## src/rtl/sequence_matcher_pkg.sv

```systemverilog
// Shared definitions for the memory-game sequence matcher: symbol width,
// the reserved invalid symbol and the controller state encoding.
package sequence_matcher_pkg;

  localparam int SYM_W = 2;

  typedef logic [SYM_W-1:0] sym_t;

  localparam sym_t SYM_INVALID = 2'b11;

  typedef enum logic [2:0] {
    IDLE   = 3'd0,
    APPEND = 3'd1,
    SHOW   = 3'd2,
    GAP    = 3'd3,
    INPUT  = 3'd4,
    WIN    = 3'd5,
    LOSE   = 3'd6
  } state_e;

  // The generator can emit the reserved code; it is folded onto symbol 0.
  function automatic sym_t sanitize_sym(input sym_t s);
    return (s == SYM_INVALID) ? '0 : s;
  endfunction

endpackage

```

## src/rtl/sequence_matcher_seq_store.sv

```systemverilog
// Sequence register file: one synchronous write port used when a round adds
// a symbol, one combinational read port shared by replay and checking.
module seq_store
  import sequence_matcher_pkg::*;
#(
  parameter int DEPTH  = 16,
  parameter int ADDR_W = 4
) (
  input  logic              clk,
  input  logic              we_i,
  input  logic [ADDR_W-1:0] waddr_i,
  input  sym_t              wdata_i,
  input  logic [ADDR_W-1:0] raddr_i,
  output sym_t              rdata_o
);

  sym_t mem_q [DEPTH];

  // NOTE: no reset on the storage; a slot is always written in the round that
  // first makes it readable, so clearing it would only add reset fan-out.
  always_ff @(posedge clk) begin
    if (we_i) mem_q[waddr_i] <= wdata_i;
  end

  assign rdata_o = mem_q[raddr_i];

endmodule

```

## src/rtl/sequence_matcher.sv

```systemverilog
// Memory-game controller: grows a random symbol sequence by one per round,
// replays it with timed show/gap phases, then checks the player's presses.
module sequence_matcher
  import sequence_matcher_pkg::*;
#(
  parameter int MAX_LEN     = 16,
  parameter int LEN_W       = 5,
  parameter int SHOW_CYCLES = 25000000,
  parameter int GAP_CYCLES  = 12500000
) (
  input  logic             clk,
  input  logic             reset,
  input  logic             start,
  input  logic [1:0]       rand_in,
  input  logic             btn_valid,
  input  logic [1:0]       btn_code,
  output logic             show_valid,
  output logic [1:0]       show_code,
  output logic [LEN_W-1:0] level,
  output logic             busy,
  output logic             win,
  output logic             lose
);

  localparam int TIMER_MAX = (SHOW_CYCLES > GAP_CYCLES) ? SHOW_CYCLES : GAP_CYCLES;
  localparam int TIMER_W   = (TIMER_MAX > 1) ? $clog2(TIMER_MAX) : 1;
  localparam int IDX_W     = (MAX_LEN > 1) ? $clog2(MAX_LEN) : 1;

  localparam logic [TIMER_W-1:0] SHOW_LAST = TIMER_W'(SHOW_CYCLES - 1);
  localparam logic [TIMER_W-1:0] GAP_LAST  = TIMER_W'(GAP_CYCLES - 1);
  localparam logic [LEN_W-1:0]   LEN_MAX   = LEN_W'(MAX_LEN);

  state_e             state_q, state_d;
  logic [LEN_W-1:0]   len_q, len_d;
  logic [LEN_W-1:0]   idx_q, idx_d;
  logic [TIMER_W-1:0] timer_q, timer_d;

  sym_t rd_sym;
  logic last_idx;
  logic sym_match;

  seq_store #(
    .DEPTH  (MAX_LEN),
    .ADDR_W (IDX_W)
  ) u_store (
    .clk     (clk),
    .we_i    (state_q == APPEND),
    .waddr_i (len_q[IDX_W-1:0]),
    .wdata_i (sanitize_sym(rand_in)),
    .raddr_i (idx_q[IDX_W-1:0]),
    .rdata_o (rd_sym)
  );

  assign last_idx  = (idx_q == len_q - LEN_W'(1));
  assign sym_match = (btn_code != SYM_INVALID) && (btn_code == rd_sym);

  // NOTE: state is updated only with non-blocking assignments so every
  // register samples the values from before this edge.
  always_ff @(posedge clk) begin
    if (reset) begin
      state_q <= IDLE;
      len_q   <= '0;
      idx_q   <= '0;
      timer_q <= '0;
    end else begin
      state_q <= state_d;
      len_q   <= len_d;
      idx_q   <= idx_d;
      timer_q <= timer_d;
    end
  end

  // NOTE: every target gets a hold value up front so no path leaves a latch.
  always_comb begin
    state_d = state_q;
    len_d   = len_q;
    idx_d   = idx_q;
    timer_d = timer_q;
    case (state_q)
      IDLE, WIN, LOSE: begin
        if (start) begin
          len_d   = '0;
          state_d = APPEND;
        end
      end
      APPEND: begin
        len_d   = len_q + LEN_W'(1);
        idx_d   = '0;
        state_d = SHOW;
      end
      SHOW: begin
        if (timer_q == SHOW_LAST) state_d = GAP;
        else                      timer_d = timer_q + TIMER_W'(1);
      end
      GAP: begin
        if (timer_q == GAP_LAST) begin
          if (last_idx) begin
            idx_d   = '0;
            state_d = INPUT;
          end else begin
            idx_d   = idx_q + LEN_W'(1);
            state_d = SHOW;
          end
        end else begin
          timer_d = timer_q + TIMER_W'(1);
        end
      end
      INPUT: begin
        // start is deliberately not looked at here: a press always has priority.
        if (btn_valid) begin
          if (!sym_match)              state_d = LOSE;
          else if (!last_idx)          idx_d   = idx_q + LEN_W'(1);
          else if (len_q == LEN_MAX)   state_d = WIN;
          else                         state_d = APPEND;
        end
      end
      default: state_d = IDLE;
    endcase
    if (state_d != state_q) timer_d = '0;
  end

  always_comb begin
    show_valid = 1'b0;
    show_code  = '0;
    busy       = 1'b0;
    win        = 1'b0;
    lose       = 1'b0;
    case (state_q)
      APPEND: busy = 1'b1;
      SHOW: begin
        busy       = 1'b1;
        show_valid = 1'b1;
        show_code  = rd_sym;
      end
      GAP:     busy = 1'b1;
      WIN:     win  = 1'b1;
      LOSE:    lose = 1'b1;
      default: ;
    endcase
  end

  assign level = len_q;

endmodule

```

## config.mk

```make
export PLATFORM = sky130hd
export DESIGN_NAME = sequence_matcher
export DESIGN_NICKNAME = d
export VERILOG_FILES = /design/src/rtl/sequence_matcher_pkg.sv /design/src/rtl/sequence_matcher_seq_store.sv /design/src/rtl/sequence_matcher.sv
export SDC_FILE = /design/constraint.sdc
export NUM_CORES = 1
export LEC_CHECK = 0
export CELL_PAD_IN_SITES_DETAIL_PLACEMENT = 0
export CELL_PAD_IN_SITES_GLOBAL_PLACEMENT = 1
export CORE_MARGIN = 2
export CORE_UTILIZATION = 43
export DETAILED_ROUTE_END_ITERATION = 7
export GPL_TIMING_DRIVEN = 0
export PLACE_DENSITY = 0.87
export SLEW_MARGIN = 20
export SYNTH_ARGS = -nofsm -noshare
export SYNTH_HDL_FRONTEND = slang
export SYNTH_SLANG_ARGS = --single-unit
```

## constraint.sdc

```tcl
create_clock -name clk -period 2.7 [get_ports clk]
set_input_delay 0.27 -clock clk [delete_from_list [all_inputs] [get_ports clk]]
set_output_delay 0.27 -clock clk [all_outputs]
set_load 0.05 [all_outputs]
```

congestion_map.png
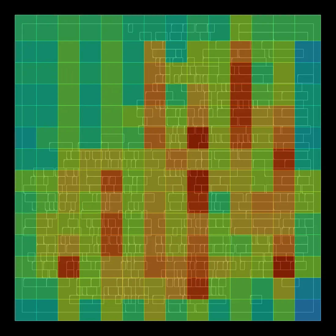
utilization after layout: 0.532
GRT Util Overall: 0.174

==> job_summary.md <==
## Synthesis and layout report

| Metric | Value |
|---|---|
| Outcome | `finished with violations` |
| Failing checks | `setup timing` |
| Max-Cap Viols | `0` |
| Combinational group power | `between 0.2 and 0.25 mW` |
| Hold crit path type | `input pin to flip-flop` |
| Gpl congestion | `0.910` |
| Final non-filler cell total | `527` |
| Main area contributors | `edfxtp_1 (25%), dfxtp_1 (22%), nor2_1 (6.2%)` |
| Count of multi-input gates | `approximately 280` |
| Sw Pwr | `0.570 mW` |
| Root Driver | `clkbuf_8` |
| Sw frac | `0.239` |
| CP endpoint | `timer_q[12]` |
| Period utilisation layout | `1.01` |
| Via count | `2,832` |
| M2 GR Usage | `0.286` |
| Slowest CP cell | `or4bb_4` |
| WL met2 | `4380 µm` |
| Fin. Hold Viols | `0` |
| Avg WL per Cell | `between 15 and 20 µm` |
| Synth Area in Simple Gates | `0.246` |
| Post-synth top area cell | `edfxtp_1` |
| P_clk | `0.956 mW` |
| Number of synthesized flops with an enable pin | `32` |
| Final setup viols | `5` |
| DR top layer | `met4` |
| R2r setup slk | `-0.01 ns` |
| Top power group | `registers` |
| Final worst-path setup slack | `-0.0144 ns` |
| Top class by area | `logic gates` |
| Pin count of the biggest net entering global routing | `17` |
| Post-CTS setup buffer count | `5` |
| Die Footprint | `0.00960 mm²` |
| Area Growth Syn to Fin | `21.0%` |
| CTS H-tree depth | `3` |
| Yosys cell count | `372` |
| Family with the most delay on the worst path | `simple AND/OR/NAND/NOR gates` |
| Worst slew margin | `0.319` |
class_map.png
Scale bar: 20 µm. Fill, decap, tap and diode cells in gray.
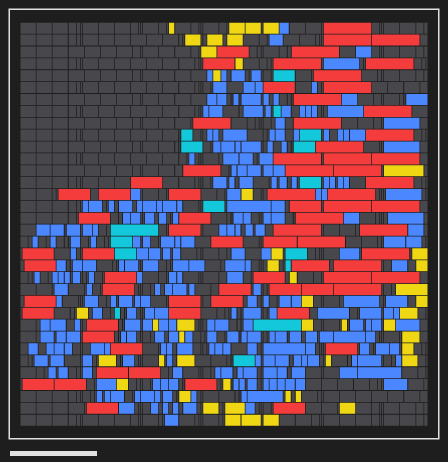
legend:
  remaining logic cells:
    color: blue
    cells: 283
    share_of_their_area: 46%
  sequential cells:
    color: red
    cells: 74
    share_of_their_area: 41%
  clock drivers and dummy loads:
    color: cyan
    cells: 16
    share_of_their_area: 4.9%
  remaining buffers and delay cells:
    color: yellow
    cells: 46
    share_of_their_area: 8.9%
Seq area share: 0.395
Core ar.: 0.00864 mm²
fin area: 0.00460 mm²
row count: 34

Power is estimated from default activity; no workload was simulated.
